File: src/rtl/credit_pkg.sv
// Shared types and widths for the arcade credit controller.
// The score display also uses CREDIT_W.
package credit_pkg;

    localparam int CREDIT_W = 7;

    typedef enum logic [2:0] {
        ATTRACT,
        READY,
        LAUNCH,
        PLAYING,
        HOLDOFF
    } credit_state_t;

endpackage

File: src/rtl/bin2bcd99.sv
// Combinational 7-bit binary to two BCD digits for values 0..99.
// It finds the tens digit with a compare ladder and the units digit by subtraction, so no divider is needed.
module bin2bcd99
    import credit_pkg::*;
(
    input  logic [CREDIT_W-1:0] bin_i,
    output logic [3:0]          tens_o,
    output logic [3:0]          units_o
);

    // The highest decade threshold that the input reaches sets the tens digit.
    always_comb begin
        tens_o  = 4'd0;
        units_o = 4'(bin_i);
        for (int k = 1; k <= 9; k++) begin
            if (bin_i >= CREDIT_W'(10 * k)) begin
                tens_o  = 4'(k);
                units_o = 4'(bin_i - CREDIT_W'(10 * k));
            end
        end
    end

endmodule

File: src/rtl/credit_controller.sv
// Arcade credit controller. It counts coins, spends one credit per game start and hands control to the game FSM.
// It also drives the BCD credit display and the coin-accepted LED.
module credit_controller
    import credit_pkg::*;
#(
    parameter int MAX_CREDITS   = 99,
    parameter int FLASH_CYCLES  = 25000000,
    parameter int START_HOLDOFF = 50
) (
    input  logic                clk,
    input  logic                resetN,
    input  logic                coin_pulse,
    input  logic                start_pulseN,
    input  logic                game_over,
    output logic                start_game,
    output logic                playing,
    output logic [CREDIT_W-1:0] credits,
    output logic [3:0]          credit_tens,
    output logic [3:0]          credit_units,
    output logic                coin_lockout,
    output logic                coin_led
);

    localparam int FLASH_W = (FLASH_CYCLES > 0) ? $clog2(FLASH_CYCLES + 1) : 1;
    localparam int HOLD_W  = (START_HOLDOFF > 0) ? $clog2(START_HOLDOFF + 1) : 1;
    localparam logic [CREDIT_W-1:0] MAX_C = CREDIT_W'(MAX_CREDITS);

    credit_state_t       state_q, state_d;
    logic [CREDIT_W-1:0] credits_q, credits_d;
    logic [FLASH_W-1:0]  flash_q, flash_d;
    logic [HOLD_W-1:0]   holdoff_q, holdoff_d;
    logic                start_game_q, start_game_d;
    logic                playing_q, playing_d;
    logic                lockout_q, lockout_d;
    logic                led_q, led_d;
    logic [3:0]          tens_q, tens_d;
    logic [3:0]          units_q, units_d;
    logic                coinAccept;
    logic                creditTake;

    // The display digits come from the next credit value, so they change on the same edge as the count.
    bin2bcd99 u_bcd (
        .bin_i   (credits_d),
        .tens_o  (tens_d),
        .units_o (units_d)
    );

    // A coin is dropped at saturation. If a start arrives in the same cycle, it still spends a credit.
    always_comb begin
        coinAccept   = coin_pulse && (credits_q < MAX_C);
        creditTake   = 1'b0;
        state_d      = state_q;
        holdoff_d    = holdoff_q;
        start_game_d = 1'b0;

        case (state_q)
            ATTRACT: begin
                if (coinAccept || (credits_q != '0)) begin
                    state_d = READY;
                end
            end
            READY: begin
                if (!start_pulseN && (credits_q != '0)) begin
                    state_d      = LAUNCH;
                    creditTake   = 1'b1;
                    start_game_d = 1'b1;
                end
            end
            LAUNCH: begin
                state_d = PLAYING;
            end
            PLAYING: begin
                if (game_over) begin
                    state_d   = HOLDOFF;
                    holdoff_d = HOLD_W'(START_HOLDOFF);
                end
            end
            HOLDOFF: begin
                if (holdoff_q <= HOLD_W'(1)) begin
                    holdoff_d = '0;
                    state_d   = (coinAccept || (credits_q != '0)) ? READY : ATTRACT;
                end else begin
                    holdoff_d = holdoff_q - HOLD_W'(1);
                end
            end
            default: begin
                state_d = ATTRACT;
            end
        endcase

        credits_d = credits_q + CREDIT_W'(coinAccept) - CREDIT_W'(creditTake);
        lockout_d = (credits_d == MAX_C);
        playing_d = (state_d == PLAYING);

        if (coinAccept) begin
            flash_d = FLASH_W'(FLASH_CYCLES);
        end else if (flash_q != '0) begin
            flash_d = flash_q - FLASH_W'(1);
        end else begin
            flash_d = '0;
        end
        led_d = (flash_d != '0);
    end

    // Every output is registered. Reset abandons any game in progress and does not refund the credit.
    always_ff @(posedge clk) begin
        if (!resetN) begin
            state_q      <= ATTRACT;
            credits_q    <= '0;
            flash_q      <= '0;
            holdoff_q    <= '0;
            start_game_q <= 1'b0;
            playing_q    <= 1'b0;
            lockout_q    <= 1'b0;
            led_q        <= 1'b0;
            tens_q       <= 4'd0;
            units_q      <= 4'd0;
        end else begin
            state_q      <= state_d;
            credits_q    <= credits_d;
            flash_q      <= flash_d;
            holdoff_q    <= holdoff_d;
            start_game_q <= start_game_d;
            playing_q    <= playing_d;
            lockout_q    <= lockout_d;
            led_q        <= led_d;
            tens_q       <= tens_d;
            units_q      <= units_d;
        end
    end

    assign start_game   = start_game_q;
    assign playing      = playing_q;
    assign credits      = credits_q;
    assign credit_tens  = tens_q;
    assign credit_units = units_q;
    assign coin_lockout = lockout_q;
    assign coin_led     = led_q;

endmodule
File: config.mk
export PLATFORM = sky130hd
export DESIGN_NAME = credit_controller
export DESIGN_NICKNAME = d
export VERILOG_FILES = /design/src/rtl/credit_pkg.sv /design/src/rtl/bin2bcd99.sv /design/src/rtl/credit_controller.sv
export SDC_FILE = /design/constraint.sdc
export NUM_CORES = 1
export LEC_CHECK = 0
export CAP_MARGIN = 20
export CELL_PAD_IN_SITES_DETAIL_PLACEMENT = 2
export CELL_PAD_IN_SITES_GLOBAL_PLACEMENT = 2
export CORE_MARGIN = 3
export CORE_UTILIZATION = 30
export DETAILED_ROUTE_END_ITERATION = 16
export PLACE_DENSITY_LB_ADDON = 0.1
export SYNTH_ARGS = -nofsm -noshare
export SYNTH_HDL_FRONTEND = slang
export SYNTH_HIERARCHICAL = 1
export SYNTH_SLANG_ARGS = --single-unit
File: constraint.sdc
create_clock -name clk -period 5.4 [get_ports clk]
set_input_delay 1.08 -clock clk [delete_from_list [all_inputs] [get_ports clk]]
set_output_delay 1.08 -clock clk [all_outputs]
set_load 0.1 [all_outputs]
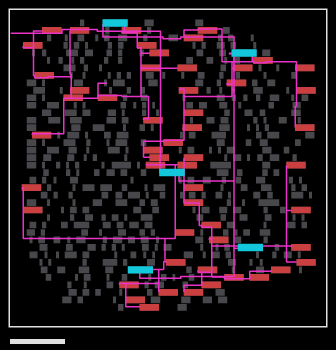
(images/clock_map.png)
Scale bar: 20 um.
legend:
  red:
    item: flip-flops
    count: 53
  cyan:
    item: cells driving clock nets
    count: 5
  magenta:
    item: clock wires
    length: 1010 um
flops lie: all over the die
Worst-Skew Late Latency: 0.31 ns
worst setup skew after layout: 0.00666 ns

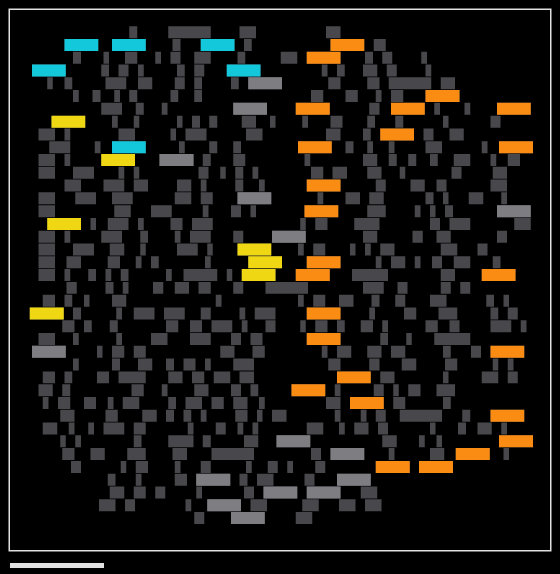
(images/registers.png)
Scale bar: 20 um.
legend:
  yellow:
    name_in_the_netlist: `credits`
    sequential_cells: 7
    where: west
  cyan:
    name_in_the_netlist: `holdoff_q`
    sequential_cells: 6
    where: north-west
  orange:
    name_in_the_netlist: `flash_q`
    sequential_cells: 25
not colored: 15

==> worst max-delay path by stage <==
| stage | depth (start not counted) | endpoint | slack [ns] |
|---|---|---|---|
| finish | 21 | credit_units[2] | 0.47 |
| global route | 21 | credit_units[2] | 0.01 |
| CTS | 21 | credit_units[2] | 0.40 |
| detailed placement | 21 | credit_units[2] | 0.12 |
| global placement | 21 | credit_units[2] | 0.20 |
| floorplan | 19 | credit_units[2] | 0.01 |
==> synthesized netlist by cell type (3+ instances only) <==
cell type / n / area share
sky130_fd_sc_hd__dfxtp_1: 53 / 0.30
sky130_fd_sc_hd__nor2_1: 52 / 0.055
sky130_fd_sc_hd__a21oi_1: 32 / 0.045
sky130_fd_sc_hd__nand2_1: 31 / 0.033
sky130_fd_sc_hd__inv_1: 27 / 0.029
sky130_fd_sc_hd__ha_1: 21 / 0.074
sky130_fd_sc_hd__o21ai_0: 15 / 0.021
sky130_fd_sc_hd__xnor2_1: 14 / 0.034
sky130_fd_sc_hd__nor3_1: 12 / 0.017
sky130_fd_sc_hd__and2_1: 11 / 0.019
sky130_fd_sc_hd__o21a_1: 11 / 0.023
sky130_fd_sc_hd__clkbuf_1: 8 / 0.0084
sky130_fd_sc_hd__xor2_1: 8 / 0.020
sky130_fd_sc_hd__nor4_1: 7 / 0.012
sky130_fd_sc_hd__buf_2: 6 / 0.0084
sky130_fd_sc_hd__nand2b_1: 6 / 0.011
sky130_fd_sc_hd__or3_1: 6 / 0.011
sky130_fd_sc_hd__a211oi_1: 5 / 0.011
sky130_fd_sc_hd__nand3_1: 5 / 0.0070
sky130_fd_sc_hd__nand4_1: 5 / 0.0088
sky130_fd_sc_hd__nor2b_1: 5 / 0.0088
sky130_fd_sc_hd__a31oi_1: 4 / 0.0070
sky130_fd_sc_hd__o221ai_1: 4 / 0.0099
sky130_fd_sc_hd__o41ai_1: 4 / 0.0099
sky130_fd_sc_hd__or2_2: 4 / 0.0070
sky130_fd_sc_hd__or4_1: 4 / 0.0084
sky130_fd_sc_hd__buf_6: 3 / 0.0095
sky130_fd_sc_hd__nand3b_1: 3 / 0.0063
sky130_fd_sc_hd__nand4b_1: 3 / 0.0074
sky130_fd_sc_hd__nor3b_1: 3 / 0.0063
sky130_fd_sc_hd__nor4b_1: 3 / 0.0074
==> cell families (layout without fill, tap and decap cells) <==
kind of cell               after synthesis  count (layout)  share of synthesized area
buffers and inverters                   48              74                     0.0612
DFF                                     53              53                      0.298
adders and majority gates               22              22                     0.0795
AOI/OAI and AO/OA                      111             111                      0.222
xor gates and xnor gates                22              22                     0.0542
muxes                                    1               1                    0.00282
and+or+nand+nor                        178             178                      0.282
==> stage by stage <==
step	area, um2	std cells	hold slack (ns)
6_report	4110	604	0.505
5_1_grt	4110	604	0.538
4_1_cts	4100	604	0.505
3_5_place_dp	3960	596	0.495
3_3_place_gp	3960	596	0.477
2_1_floorplan	3560	435	0.444
==> summary.txt <==
Summary of implementation figures.

Detailed routing
The number of vias in the routed layout is ~3.3k. Per the detail_route log, met2 wirelength is 5.32 mm. The number of iterations in the first detailed-routing pass is 4.

Signal routing reaches up to met4. The number of nets with antenna violations after detailed routing is 0. The number of violations reported at the end of detailed-routing iteration 0 is around 170.

In the post-route report, total wirelength is listed as around 11 mm. The wire length on met1 is 5.27 mm. TritonRoute reported its final design rule violation total as 0.

After detailed routing, the met3 layer carries 273 um of wire. Dividing the detail-routed via count by the number of cells gives 5.46. After detailed routing, the average wire length per cell comes to 18.3 um.

Min path
The sink of the worst hold path is flash_q[0]. The source of the worst hold timing path is flash_q[0]. The instance count along the most critical hold path is 1.

STA reports the tightest min-delay check as being of type flop to flop.

Synth
The flip-flop cell with the highest count after synthesis is sky130_fd_sc_hd__dfxtp_1. The number of cells in Yosys stat is 435. Per the synth log, the flip-flop and latch total comes to ~53.

After synthesis, the chip area reported by Yosys is 3560 um2. The mean instance size in the synthesized netlist is 8.17 um2. The number of warning messages in the yosys log is 6. The number of distinct standard cells referenced by the synthesized netlist is 81.

The number of enable-type register cells in the synthesized netlist is 0. The synthesis report gives the async set-or-reset register share as 0. The number of nets in the synthesized netlist is 462. Per the post-synthesis report, the number of cells in the design is ~440. The share of synthesized area occupied by flip-flops and latches is 0.298. In this run the cell area of the synthesized design comes to 3560 um2.

Critical path
The largest delay contributor family on the critical path is AND-OR/OR-AND gates. The critical path's slowest stage uses the library cell sky130_fd_sc_hd__clkdlybuf4s50_1. Looking at the reg2reg group, the worst path ends at credit_units[2].

Walking the worst path, the cells encountered are clkdlybuf4s50_1, nor3_2, nand2_1, nor2_1, ha_1, inv_1, ha_1, inv_1, fa_1, nand2b_1, a21oi_1, o21ai_0, a21oi_1, or3_1, nand2_1, a311o_1, a311oi_1, o21ai_1, a2111oi_2, a211o_1, and2_1. On the critical path the data arrives at 5.19 ns. The critical path class is input pin to flop. The start of the worst register-to-register path is credits[2]. The delay of the slowest cell on the worst path is 0.43 ns. The number of buffer and inverter stages on the critical path is 3. STA reports a reg2reg setup slack of 0.80 ns.

The critical path maximum fanout is 4. For the worst flop-to-flop path, the logic depth is 23. According to the timing report, the critical path is launched from start_pulseN. STA classifies the critical path startpoint as an input pin.

The category of the worst setup path capture point is a flop. The critical path endpoint has a required time of approximately 5.7 ns.

Placement
The weighted congestion at the end of routability-driven global placement is 0.831. The count of buffers inserted at the top-level ports is 23. The worst setup slack before clock tree synthesis is 0.119 ns.

Detailed placement finished with a half-perimeter wire length of 8.37 mm.

CTS
The buffer count from post-CTS setup fixing is 0. The maximum number of buffers from clock root to sink is 2. TritonCTS built the clock tree.

For this design, the sink count on the clock tree is 53. Per the TritonCTS log, the buffer count is 5. Looking at the clock tree report, the H-tree level count equals 2.

The master cell of the clock root buffer is sky130_fd_sc_hd__clkbuf_16. The number of hold-repair buffers added at the cts stage is 0. The clock-pin slew on the worst setup and hold paths is 0.07 ns. The quantity of gates resized following cts is 0.

Cells and area
The number of sequential storage elements is 53. 0 antenna diodes ended up in the layout. The layout summary lists the proportion of cells stronger than drive strength 1 as 0.104.

At the end of the flow, the number of nets in the layout was 487. Ranking logic cells in the layout by count gives the top entries sky130_fd_sc_hd__dfxtp_1, sky130_fd_sc_hd__nor2_1, sky130_fd_sc_hd__a21oi_1, sky130_fd_sc_hd__nand2_1, sky130_fd_sc_hd__inv_1. From synthesis to final layout, the design area changed by 15.5%. Per the layout area report, the combinational fraction of cell area is 0.556. The number of clock-tree buffers in the layout is 7. The fill cell instance count of the final layout is 1329. Summing all flip-flop and latch instances after layout gives 1060 um2. The footprint of the multi-input gates is 2280 um2.

Measured on the final layout, buffering overhead outside the clock network stands at 0.0817. The number of flip-flops in the largest register is 25. The multi-input combinational cell count is between 300 and 400. The register with the most flip-flops is flash_q. The fraction of cell area in sequential cells is reported as 0.258. The final layout report lists a non-clock buffer count of 37.

The cell class ranked first by area is multi-input combinational cells. The most frequent logic cell in the layout is sky130_fd_sc_hd__dfxtp_1. The non-clock inverters instantiated in the layout total 29.

The final core area utilization is 0.357. The final-layout clock-cell area share is 0.0341.

Die
For this design the top-level I/O count stands at 24. The die is between 100 and 150 um tall. The area of the chip is 13200 um2.

The initial core utilization is 0.309. The area of the placeable core is 11500 um2. The flow inserted 143 tap cells. The initialized floorplan defines 39 standard-cell rows. The overall die width is 115 um.

Global route
The via count of the first global-routing pass is 3661. met1 track demand over resource after global routing is 0.233. Summed over all routing layers, the global router reports a total usage of 0.181. The number of antenna violations at the first check in global routing is 0. The wire length of the first global-routing pass is 19.1 mm. The met2 capacity usage during global routing is 0.306.

Entering global routing, the biggest net connects 25 pins. On met3, the global router reports a usage of 0.0374. After global routing, the most crowded layer is met2. Summed over all layers, the global routing overflow is 0.

Run
Max-cap violations in this run came to 0. The number of warning messages in the logs is 35.

Timing
The final layout reports a setup TNS of 0 ns. The worst path meets setup with 0.469 ns of slack. At the pin with the least slew margin, the transition time is roughly 0.99 ns. Measured against its own limit, the worst slew margin works out to 0.340. The final timing summary puts the cycle share of the worst path at 0.913. Setup violations remaining at the end of the flow were counted as 0.

Setup repair after global routing left no endpoint under its margin. The final period demand of the worst path is 4.93 ns. Per the timing report, the achievable frequency comes out to ~200 MHz. The max-slew violation count is 0. The final timing report lists a hold violation count of 0.

Status
The flow ran to the end, and the final reports show no timing, DRC or antenna violations.
